Design proc_cmd_rx, sky130hd; sources not shown.
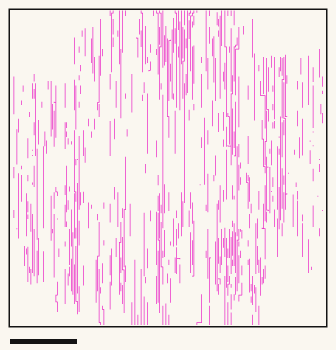
(signal wires on met2)
Scale bar: 20 um.
main direction	vertical
share of all routed wire	51%
nets with wire on the layer	324
longest straight run	39.4 um
Routed WL: 6.969 mm
via count: 1969
met2 Usage GRT: 29.08%

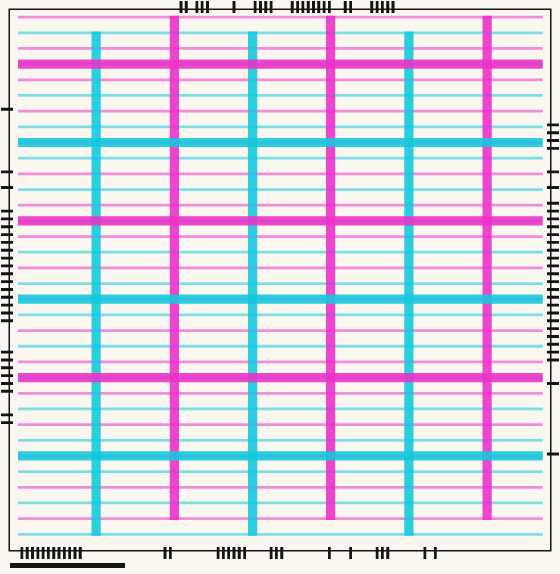
(floorplan with the power grid)
Scale bar: 20 um. Pins as bars on the die edge.
net	color
VDD	magenta
VSS	cyan
met1 rails	34
signal pins	110
met5 straps	6
Worst VDD drop: 0.0008976 V
Core Region: 8175 sq um
die height: 93.72 um
die x size: 93.72 um

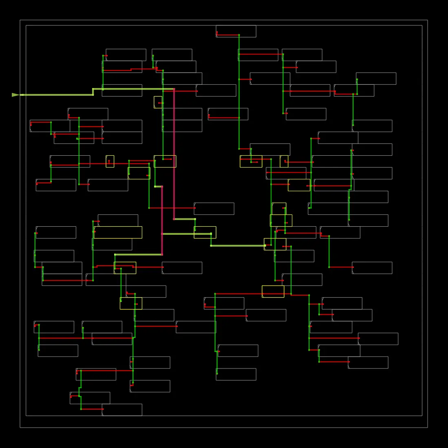
(clock wiring as the flow saved it)
Setup Skew: 0.01351 ns
clock insertion delay at the later pin of the skew report: 0.33 ns
seq_cells: 74

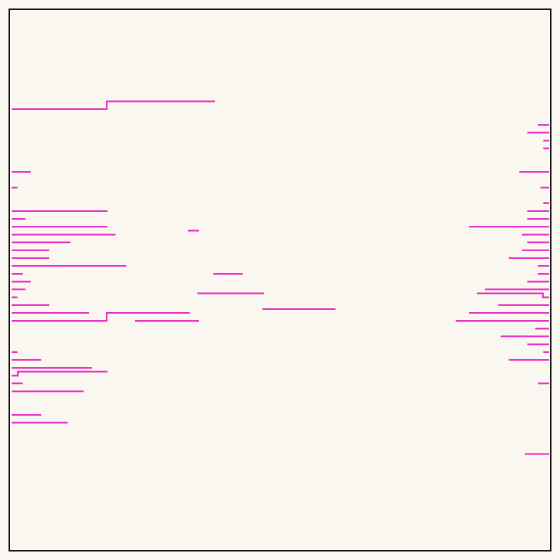
(signal wires on met3)
wire length on this layer	445 um
main direction	horizontal
nets with wire on the layer	56
routing usage on met3: 5.016%

==> results.yml <==
# physical design summary
outcome:
  status: "finished clean"
clock_tree:
  cts_resized: 9
  clk_pin_slew_ns: 0.08
  clock_sinks: 74
  htreeDepth: 3
  root_buffer: "clkbuf_8"
  cts_buffers: 9
  hold_buffers: 1
  cts_tree: "yes"
  post_cts_buffers: 0
floorplan:
  num_rows: 33
  chip_area_sq_um: 8783
  ios: 110
global_routing:
  grt_pass1_wl_mm: 11.32
  overflow: 0
  use_met1_pct: 21.31
  busiest_layer: "met2"
  grt_max_degree: 41
  antenna_found_initial: 0
  track_usage_pct: 17.13
placed_design:
  place_congestion: 0.7085
  place_area_sq_um: 4180
  dp_cells: 400
cells_and_area:
  final_cell_area_sq_um: 4385
  drive_above_1_share_pct: 34.73
  fin_cells: 416
  utilization_pct: 53.64
  n_antenna_cell: 0
timing:
  slew_violations: 0
  fin_crit_sh_pct: 95.65
  fin_tns_setup_ns: 0
  post-route-min-period_ns: 1.502
  rsz0062_at_grt: "yes"
  finalSetupViolations: 0
yosys:
  top_area_cell: "dfrtp_1"
  top_cells_by_count: "dfrtp_1 (74), mux2_2 (68), nor2_1 (6)"
  synthDistinctLibCells: 24
  yosys_area_sq_um: 2944
  synth.net_count: 232
  topCellsByArea: "dfrtp_1 (63%), mux2_2 (26%), ha_1 (1.7%)"
  edf_count: 0
  yosysWarnings: 0
  ys.flop_type: "dfrtp_1"
  synth_top_area_share_pct: 62.90
  postSynthCellCount: 191
  ys_cells: 191
  postSynthSeqShare_pct: 62.90
  ys.flops: 74
  netlist_area_sq_um: 2944
  ys_async_sr_fraction_pct: 100.0
  most_common_cell: "dfrtp_1"
power:
  power_frac_comb_pct: 44.6
  swShare_pct: 30.39
  powerComb_w: 0.00390
  p_sw_w: 0.002652
  power_leakage_nw: 1.961
  powerSeq_w: 0.00341
  powerDensity_nw_per_um2: 1990
  clockPowerShare_pct: 16.3
  top_power_group: "combinational cells"
  intPower_w: 0.006076
critical_path:
  critPathMaxFanout: 5
  worst-setup-path-type: "flop to output pin"
  required_ns: 1.41
  reg2reg_slack_ns: 0.07
  worstRegToRegCells: 4
  worst_ep_arrival_time_ns: 1.34
  critPathCaptureType: "output pin"
routing:
  first_pass_iters: 4
  postRouteAntennaNets: 0
  routed_via_density: 4.733
  wire_per_inst_um: 16.75
  initialDrtViolationCount: 25
  drc: 0
worst_hold_path:
  hold_class: "primary input to asynchronous set/reset pin"
flow_run:
  max_cap_viol_count: 0
-- final cells by class --
type,instances,area (sq um)
clock buffer,10,137.6
clock inverter,5,53.80
fill,828,3790
inverter,3,11.26
multi-input combinational,106,1025
sequential,74,1854
tap,105,131.4
timing repair buffer,113,1172
-- cells in the final DEF, fill, tap and decap left out --
cell	netlist	final
ha_1	4	4
nor3b_1	3	2
nand4b_1	1	1
bufinv_16	0	1
nor4_1	4	4
nand2_2	3	3
a211oi_1	1	1
nor3_4	1	1
a21oi_1	2	2
xnor2_1	1	1
clkbuf_8	0	10
nand2_1	5	5
clkinv_2	0	3
dfrtp_2	0	2
nor3b_2	0	1
or3_1	1	1
nand3_1	1	1
a22o_1	1	1
and4_1	1	1
buf_2	4	1
mux2_2	68	68
clkdlybuf4s50_1	0	92
a21o_1	1	1
dlygate4sd3_1	0	1
buf_4	1	9
buf_6	3	1
dfrtp_1	74	72
inv_1	3	3
o21ai_0	1	1
conb_1	1	1
dlygate4sd2_1	0	2
nor2_1	6	6
inv_6	0	1
buf_12	0	7
-- layer usage --
layer / wire length [um] / share of wire [%]
met1: 2926 / 42
met2: 3553 / 51
met3: 445 / 6.4
met4: 45 / 0.65
met5: 0 / 0
-- cell families after synthesis --
| family | after synthesis | synth area share [%] |
|---|---|---|
| other | 1 | 0.1274 |
| adders and majority gates | 4 | 1.700 |
| muxes | 68 | 26.01 |
| and+or+nand+nor | 26 | 5.185 |
| buffers and inverters | 11 | 2.465 |
| DFF | 74 | 62.90 |
| AOI/OAI and AO/OA | 6 | 1.318 |
| xor gates and xnor gates | 1 | 0.2975 |
-- critical path, cell delays in order (launching register included) --
cell,delay (ns)
dfrtp_1,0.42
buf_4,0.16
or3_1,0.30
buf_2,0.14
Power is estimated from default activity; no workload was simulated.
